Fig. 1: sequential cells grouped by signal name
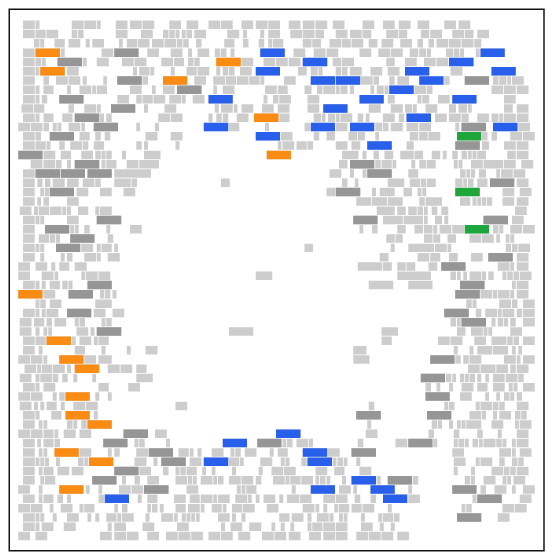
Fig. 2: placement view
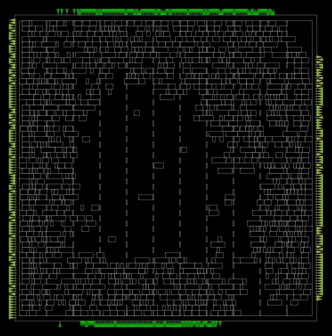
Fig. 3: signal wires on met2
The bar under the picture is 50 um long.
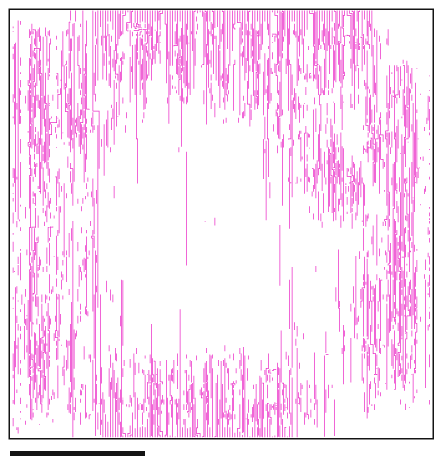
Fig. 4: nets reached from selected ports
The bar under the picture is 50 um long.
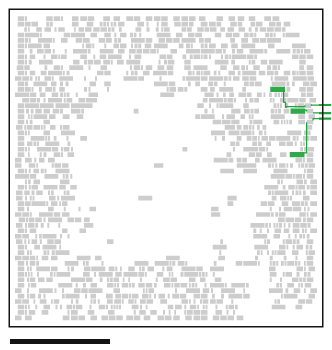
--- src/rtl/ddr_rd_sched_if.sv ---
// ---------------------------------------------------------------------------
// ddr_rd_sched_if
//   Bundles the requester-side descriptor handshake and the address-generator
//   control/status signals of the DDR read scheduler.
//
//   slave  : the scheduler's view (descriptors and gen_done in, grants,
//            done pulses, ownership and generator controls out)
//   master : the view of the surrounding logic (loaders + address generator)
//
//   req_valid/req_ready/req_done : per-requester handshake and done pulse
//   req_st_addr/req_burst/req_step/req_burst_num : packed per-requester
//            descriptors, slice i = [i*W +: W]
//   busy/owner_id/owner_valid    : scheduler status for the read-data path
//   gen_start/gen_* / gen_done   : address generator control and status
// ---------------------------------------------------------------------------
interface ddr_rd_sched_if #(
    parameter int N_REQ      = 3,
    parameter int DDR_ADDR_W = 32,
    parameter int BURST_W    = 16
);
    localparam int ID_W = $clog2(N_REQ);

    logic [N_REQ-1:0]            req_valid;
    logic [N_REQ-1:0]            req_ready;
    logic [N_REQ*DDR_ADDR_W-1:0] req_st_addr;
    logic [N_REQ*BURST_W-1:0]    req_burst;
    logic [N_REQ*DDR_ADDR_W-1:0] req_step;
    logic [N_REQ*BURST_W-1:0]    req_burst_num;
    logic [N_REQ-1:0]            req_done;
    logic                        busy;
    logic [ID_W-1:0]             owner_id;
    logic                        owner_valid;
    logic                        gen_start;
    logic [DDR_ADDR_W-1:0]       gen_st_addr;
    logic [BURST_W-1:0]          gen_burst;
    logic [DDR_ADDR_W-1:0]       gen_step;
    logic [BURST_W-1:0]          gen_burst_num;
    logic                        gen_done;

    modport slave (
        input  req_valid, req_st_addr, req_burst, req_step, req_burst_num, gen_done,
        output req_ready, req_done, busy, owner_id, owner_valid,
               gen_start, gen_st_addr, gen_burst, gen_step, gen_burst_num
    );

    modport master (
        output req_valid, req_st_addr, req_burst, req_step, req_burst_num, gen_done,
        input  req_ready, req_done, busy, owner_id, owner_valid,
               gen_start, gen_st_addr, gen_burst, gen_step, gen_burst_num
    );
endinterface

--- src/rtl/ddr_rd_sched.sv ---
// ---------------------------------------------------------------------------
// ddr_rd_sched
//   Shares one DDR address generator among N_REQ loaders. A round-robin
//   arbiter grants one descriptor at a time while idle; the descriptor is
//   latched, the generator is started, its completion is awaited, and a
//   one-cycle done pulse is returned to the owning requester.
//
//   clk  : clock
//   rst  : synchronous reset, active low (rst==0 resets)
//   bus  : ddr_rd_sched_if.slave -- requester handshake, descriptors,
//          ownership status and generator control/status
// ---------------------------------------------------------------------------
module ddr_rd_sched #(
    parameter int N_REQ      = 3,
    parameter int DDR_ADDR_W = 32,
    parameter int BURST_W    = 16
) (
    input  logic           clk,
    input  logic           rst,
    ddr_rd_sched_if.slave  bus
);
    localparam int ID_W = $clog2(N_REQ);

    typedef enum logic [2:0] {
        S_IDLE,
        S_LAUNCH,
        S_GUARD,
        S_WAIT_DONE,
        S_FINISH
    } state_t;

    state_t                state_q;
    logic [ID_W-1:0]       rr_ptr_q;
    logic [ID_W-1:0]       owner_q;
    logic                  busy_q;
    logic                  gen_start_q;
    logic [N_REQ-1:0]      req_done_q;
    logic [DDR_ADDR_W-1:0] st_addr_q;
    logic [BURST_W-1:0]    burst_q;
    logic [DDR_ADDR_W-1:0] step_q;
    logic [BURST_W-1:0]    burst_num_q;

    // Per-requester views of the packed descriptor buses
    logic [DDR_ADDR_W-1:0] st_addr_a   [N_REQ];
    logic [BURST_W-1:0]    burst_a     [N_REQ];
    logic [DDR_ADDR_W-1:0] step_a      [N_REQ];
    logic [BURST_W-1:0]    burst_num_a [N_REQ];

    generate
        for (genvar gi = 0; gi < N_REQ; gi++) begin : g_unpack
            assign st_addr_a[gi]   = bus.req_st_addr[gi*DDR_ADDR_W +: DDR_ADDR_W];
            assign burst_a[gi]     = bus.req_burst[gi*BURST_W +: BURST_W];
            assign step_a[gi]      = bus.req_step[gi*DDR_ADDR_W +: DDR_ADDR_W];
            assign burst_num_a[gi] = bus.req_burst_num[gi*BURST_W +: BURST_W];
        end
    endgenerate

    // Round-robin search starting at rr_ptr_q, wrapping modulo N_REQ
    logic [ID_W-1:0] winner_d;
    logic            found_d;
    logic [ID_W:0]   idx_sum;
    logic [ID_W-1:0] idx;

    always_comb begin
        winner_d = '0;
        found_d  = 1'b0;
        idx_sum  = '0;
        idx      = '0;
        for (int k = 0; k < N_REQ; k++) begin
            idx_sum = {1'b0, rr_ptr_q} + (ID_W+1)'(k);
            if (idx_sum >= (ID_W+1)'(N_REQ)) begin
                idx_sum = idx_sum - (ID_W+1)'(N_REQ);
            end
            idx = idx_sum[ID_W-1:0];
            if (!found_d && bus.req_valid[idx]) begin
                found_d  = 1'b1;
                winner_d = idx;
            end
        end
    end

    // Grant is only offered while idle and out of reset
    logic [N_REQ-1:0] req_ready_d;
    logic             hs;

    always_comb begin
        req_ready_d = '0;
        if (rst && state_q == S_IDLE && found_d) begin
            req_ready_d[winner_d] = 1'b1;
        end
    end

    assign hs = |(bus.req_valid & req_ready_d);

    always_ff @(posedge clk) begin
        if (!rst) begin
            state_q     <= S_IDLE;
            rr_ptr_q    <= '0;
            owner_q     <= '0;
            busy_q      <= 1'b0;
            gen_start_q <= 1'b0;
            req_done_q  <= '0;
            st_addr_q   <= '0;
            burst_q     <= '0;
            step_q      <= '0;
            burst_num_q <= '0;
        end else begin
            gen_start_q <= 1'b0;
            req_done_q  <= '0;
            case (state_q)
                S_IDLE: begin
                    if (hs) begin
                        owner_q     <= winner_d;
                        st_addr_q   <= st_addr_a[winner_d];
                        burst_q     <= burst_a[winner_d];
                        step_q      <= step_a[winner_d];
                        burst_num_q <= burst_num_a[winner_d];
                        busy_q      <= 1'b1;
                        rr_ptr_q    <= (winner_d == ID_W'(N_REQ-1)) ? '0 : winner_d + 1'b1;
                        // Empty transfers skip the generator entirely
                        if (burst_num_a[winner_d] == '0) begin
                            state_q              <= S_FINISH;
                            req_done_q[winner_d] <= 1'b1;
                        end else begin
                            state_q     <= S_LAUNCH;
                            gen_start_q <= 1'b1;
                        end
                    end
                end
                S_LAUNCH: state_q <= S_GUARD;
                // gen_done may still show the idle level from before the start
                S_GUARD:  state_q <= S_WAIT_DONE;
                S_WAIT_DONE: begin
                    if (bus.gen_done) begin
                        state_q             <= S_FINISH;
                        req_done_q[owner_q] <= 1'b1;
                    end
                end
                S_FINISH: begin
                    state_q <= S_IDLE;
                    busy_q  <= 1'b0;
                end
                default: begin
                    state_q <= S_IDLE;
                    busy_q  <= 1'b0;
                end
            endcase
        end
    end

    assign bus.req_ready     = req_ready_d;
    assign bus.req_done      = req_done_q;
    assign bus.busy          = busy_q;
    // Ownership spans LAUNCH..FINISH, i.e. exactly the non-idle states
    assign bus.owner_valid   = busy_q;
    assign bus.owner_id      = owner_q;
    assign bus.gen_start     = gen_start_q;
    assign bus.gen_st_addr   = st_addr_q;
    assign bus.gen_burst     = burst_q;
    assign bus.gen_step      = step_q;
    assign bus.gen_burst_num = burst_num_q;
endmodule

--- src/flat_wrapper.sv ---
// flat-port wrapper written by rule: the top's interface ports become plain ports
module ddr_rd_sched_flat 
#(
    parameter int N_REQ      = 3,
    parameter int DDR_ADDR_W = 32,
    parameter int BURST_W    = 16
)
  (clk, rst, bus_req_valid, bus_req_st_addr, bus_req_burst, bus_req_step, bus_req_burst_num, bus_gen_done, bus_req_ready, bus_req_done, bus_busy, bus_owner_id, bus_owner_valid, bus_gen_start, bus_gen_st_addr, bus_gen_burst, bus_gen_step, bus_gen_burst_num);
  ddr_rd_sched_if #(.N_REQ(N_REQ), .DDR_ADDR_W(DDR_ADDR_W), .BURST_W(BURST_W)) bus_i ();
  input  logic clk;
  input  logic rst;
  input wire logic [$bits(bus_i.req_valid)-1:0] bus_req_valid;
  input wire logic [$bits(bus_i.req_st_addr)-1:0] bus_req_st_addr;
  input wire logic [$bits(bus_i.req_burst)-1:0] bus_req_burst;
  input wire logic [$bits(bus_i.req_step)-1:0] bus_req_step;
  input wire logic [$bits(bus_i.req_burst_num)-1:0] bus_req_burst_num;
  input wire logic [$bits(bus_i.gen_done)-1:0] bus_gen_done;
  output wire logic [$bits(bus_i.req_ready)-1:0] bus_req_ready;
  output wire logic [$bits(bus_i.req_done)-1:0] bus_req_done;
  output wire logic [$bits(bus_i.busy)-1:0] bus_busy;
  output wire logic [$bits(bus_i.owner_id)-1:0] bus_owner_id;
  output wire logic [$bits(bus_i.owner_valid)-1:0] bus_owner_valid;
  output wire logic [$bits(bus_i.gen_start)-1:0] bus_gen_start;
  output wire logic [$bits(bus_i.gen_st_addr)-1:0] bus_gen_st_addr;
  output wire logic [$bits(bus_i.gen_burst)-1:0] bus_gen_burst;
  output wire logic [$bits(bus_i.gen_step)-1:0] bus_gen_step;
  output wire logic [$bits(bus_i.gen_burst_num)-1:0] bus_gen_burst_num;
  assign bus_i.req_valid = bus_req_valid;
  assign bus_i.req_st_addr = bus_req_st_addr;
  assign bus_i.req_burst = bus_req_burst;
  assign bus_i.req_step = bus_req_step;
  assign bus_i.req_burst_num = bus_req_burst_num;
  assign bus_i.gen_done = bus_gen_done;
  assign bus_req_ready = bus_i.req_ready;
  assign bus_req_done = bus_i.req_done;
  assign bus_busy = bus_i.busy;
  assign bus_owner_id = bus_i.owner_id;
  assign bus_owner_valid = bus_i.owner_valid;
  assign bus_gen_start = bus_i.gen_start;
  assign bus_gen_st_addr = bus_i.gen_st_addr;
  assign bus_gen_burst = bus_i.gen_burst;
  assign bus_gen_step = bus_i.gen_step;
  assign bus_gen_burst_num = bus_i.gen_burst_num;
  ddr_rd_sched #(.N_REQ(N_REQ), .DDR_ADDR_W(DDR_ADDR_W), .BURST_W(BURST_W)) u_core (.clk(clk), .rst(rst), .bus(bus_i));
endmodule
--- config.mk ---
export PLATFORM = sky130hd
export DESIGN_NAME = ddr_rd_sched_flat
export DESIGN_NICKNAME = d
export VERILOG_FILES = /design/src/rtl/ddr_rd_sched_if.sv /design/src/rtl/ddr_rd_sched.sv /design/src/flat_wrapper.sv
export SDC_FILE = /design/constraint.sdc
export NUM_CORES = 1
export LEC_CHECK = 0
export CORE_AREA = 2 2 154 156
export CTS_BUF_LIST = sky130_fd_sc_hd__clkbuf_8
export DETAILED_ROUTE_END_ITERATION = 7
export DIE_AREA = 0 0 156 158
export GPL_TIMING_DRIVEN = 1
export PLACE_DENSITY = 0.72
export SLEW_MARGIN = 10
export SYNTH_ARGS = -nofsm -noshare
export SYNTH_HDL_FRONTEND = slang
export SYNTH_SLANG_ARGS = --single-unit
--- constraint.sdc ---
create_clock -name clk -period 3.8 [get_ports clk]
set_input_delay 0.76 -clock clk [delete_from_list [all_inputs] [get_ports clk]]
set_output_delay 0.76 -clock clk [all_outputs]
set_load 0.02 [all_outputs]
==> GITHUB_STEP_SUMMARY <==
## Implementation flow summary

| Metric | Value |
|---|---|
| Top cell area share | a little under two fifths |
| Min-delay worst type | reg2reg |
| DRC | 0 |
| CTS Buf Count | 9 |
| Xor/xnor share | less than 1% |
| CP endpoint | bus_req_ready[0] |
| Met1 Use GR | between 20% and 30% |
| Critical path's slowest cell | clkdlybuf4s50_1 |
| Clock root buffer | clkbuf_8 |
| Worst flop-to-flop path endpoint | u_core.bus.gen_step[0] |
| Comb. cell area | approximately 3200 um2 |
| DR WL/cell | approximately 17 um |
| Via count | 7317 |
| Most frequent cells after synthesis | nand2_1, nor2_1, a21oi_1, dfxtp_1, clkbuf_1 |
| Setup Fix Bufs, Post-CTS | 0 |
| Nets | 1463 |
| Crit path time final | 3.623 ns |
| Simple Share, Synth | 26.64% |
| Tap cells | 290 |
| P_int | roughly 3.5 mW |
| Met3 usage | about 5.8% |
| Top power group | combinational cells |
| Vias in the first global route | just under 7000 |
| Fin area | 10250 um2 |
| # hold bufs at CTS | 0 |
| Placed inst area | ~10000 um2 |
| Average vias per placed instance | around 5 |
| Worst slew margin | between 40% and 50% |
| Top cell type by total area after synthesis | dfxtp_1 |
| Final Cycle Share | a little over nine tenths |
| Chip Width | 156 um |
| Most frequent cells in the layout | clkdlybuf4s50_1, nand2_1, nor2_1, a21oi_1, dfxtp_1 |
| M2 GR Usage | between 30% and 40% |
| Setup Skew | just over 0.02 ns |
| Post-synth EDFFs | 0 |
| Hold Crit Endpoint | u_core.bus.gen_burst_num[14] |
| Pwr Total | between 6 and 7 mW |
| Routed wl met2 | ~12000 um |
| Outcome | finished, final reports clean |
| Max-Cap Viols | 0 |
| Synth-to-Final Area Change | 79.74% |
| Crit-path cells | clkdlybuf4s50_1 -> nand3b_1 -> buf_4 -> a21o_1 -> o31ai_4 -> nand2_1 -> nor2_4 -> clkdlybuf4s50_1 |
| Inverters | 6 |
| FF-to-FF Start | u_core.rr_ptr_q[1] |
| Share of cells above drive strength 1 | 5.128% |
| CP most frequent cell | clkdlybuf4s50_1 |
| RSZ-0062 raised after global routing | false |
| Final Hold Fails | 0 |
| Tool warnings | 29 |
| CP Capture Type | output port |
| Syn nets | around 1100 |
| Synth Seq Share | 37.89% |
| Reg2Reg Depth | 12 |
| Worst-path clk slew | between 0.1 and 0.15 ns |
| Crit. Startpoint | bus_req_valid[2] |
| Hold slack | between 0.4 and 0.5 ns |
| Worst path bufs/invs | 3 |
| Worst Hold Depth | 2 |
| Clk latency late pin | between 0.3 and 0.4 ns |
| Crit path max-delay family | buffers and inverters |
| Worst Path Class, Setup | in2out |
| Largest net degree at the start of global routing | around 89 |
| Crit path max fanout | 6 |
| Static Leak | ~3.7 nW |
| CTS Sinks | around 110 |
| CP peak stage delay | 0.64 ns |
| CTS tree | built |
| CP required | between 3 and 4 ns |
| Top cell type by instance count after synthesis | nand2_1 |
| First-pass GRT wire length | 36610 um |
| Ys flops | 108 |
| Comb area share | a little under a third |
| Dominant kind of combinational cell | AND-OR/OR-AND gates |
| Die area | about 25000 um2 |
-- Fig. 1 (at the start) --
netlist name	color	placed flops
`u_core.bus.gen_burst`	orange	16
`u_core.bus.gen_st_addr`	blue	32
`u_core.state_q`	green	3
not colored	57
Register Area: 2162 um2
post-layout util: 44.49%
Power Sequential: 1.69 mW

-- Fig. 2 (at the start) --
filler cell count: 2336
sequential share of cell area: 21.08%
seq_cells: 108
core box area: 23050 um2
Final Non-Filler Cells: 1460

-- Fig. 3 (at the start) --
wire length on this layer	12300 um
longest straight run	79.7 um
share of all routed wire	49%

-- Fig. 4 (at the start) --
port	color	bits	direction	end cells	wire
`bus_req_done`	green	3	output	3	52.7 um
port bufs: 400
I/O pins: 401

No activity file was given, so power comes from the tool's default toggle rates.
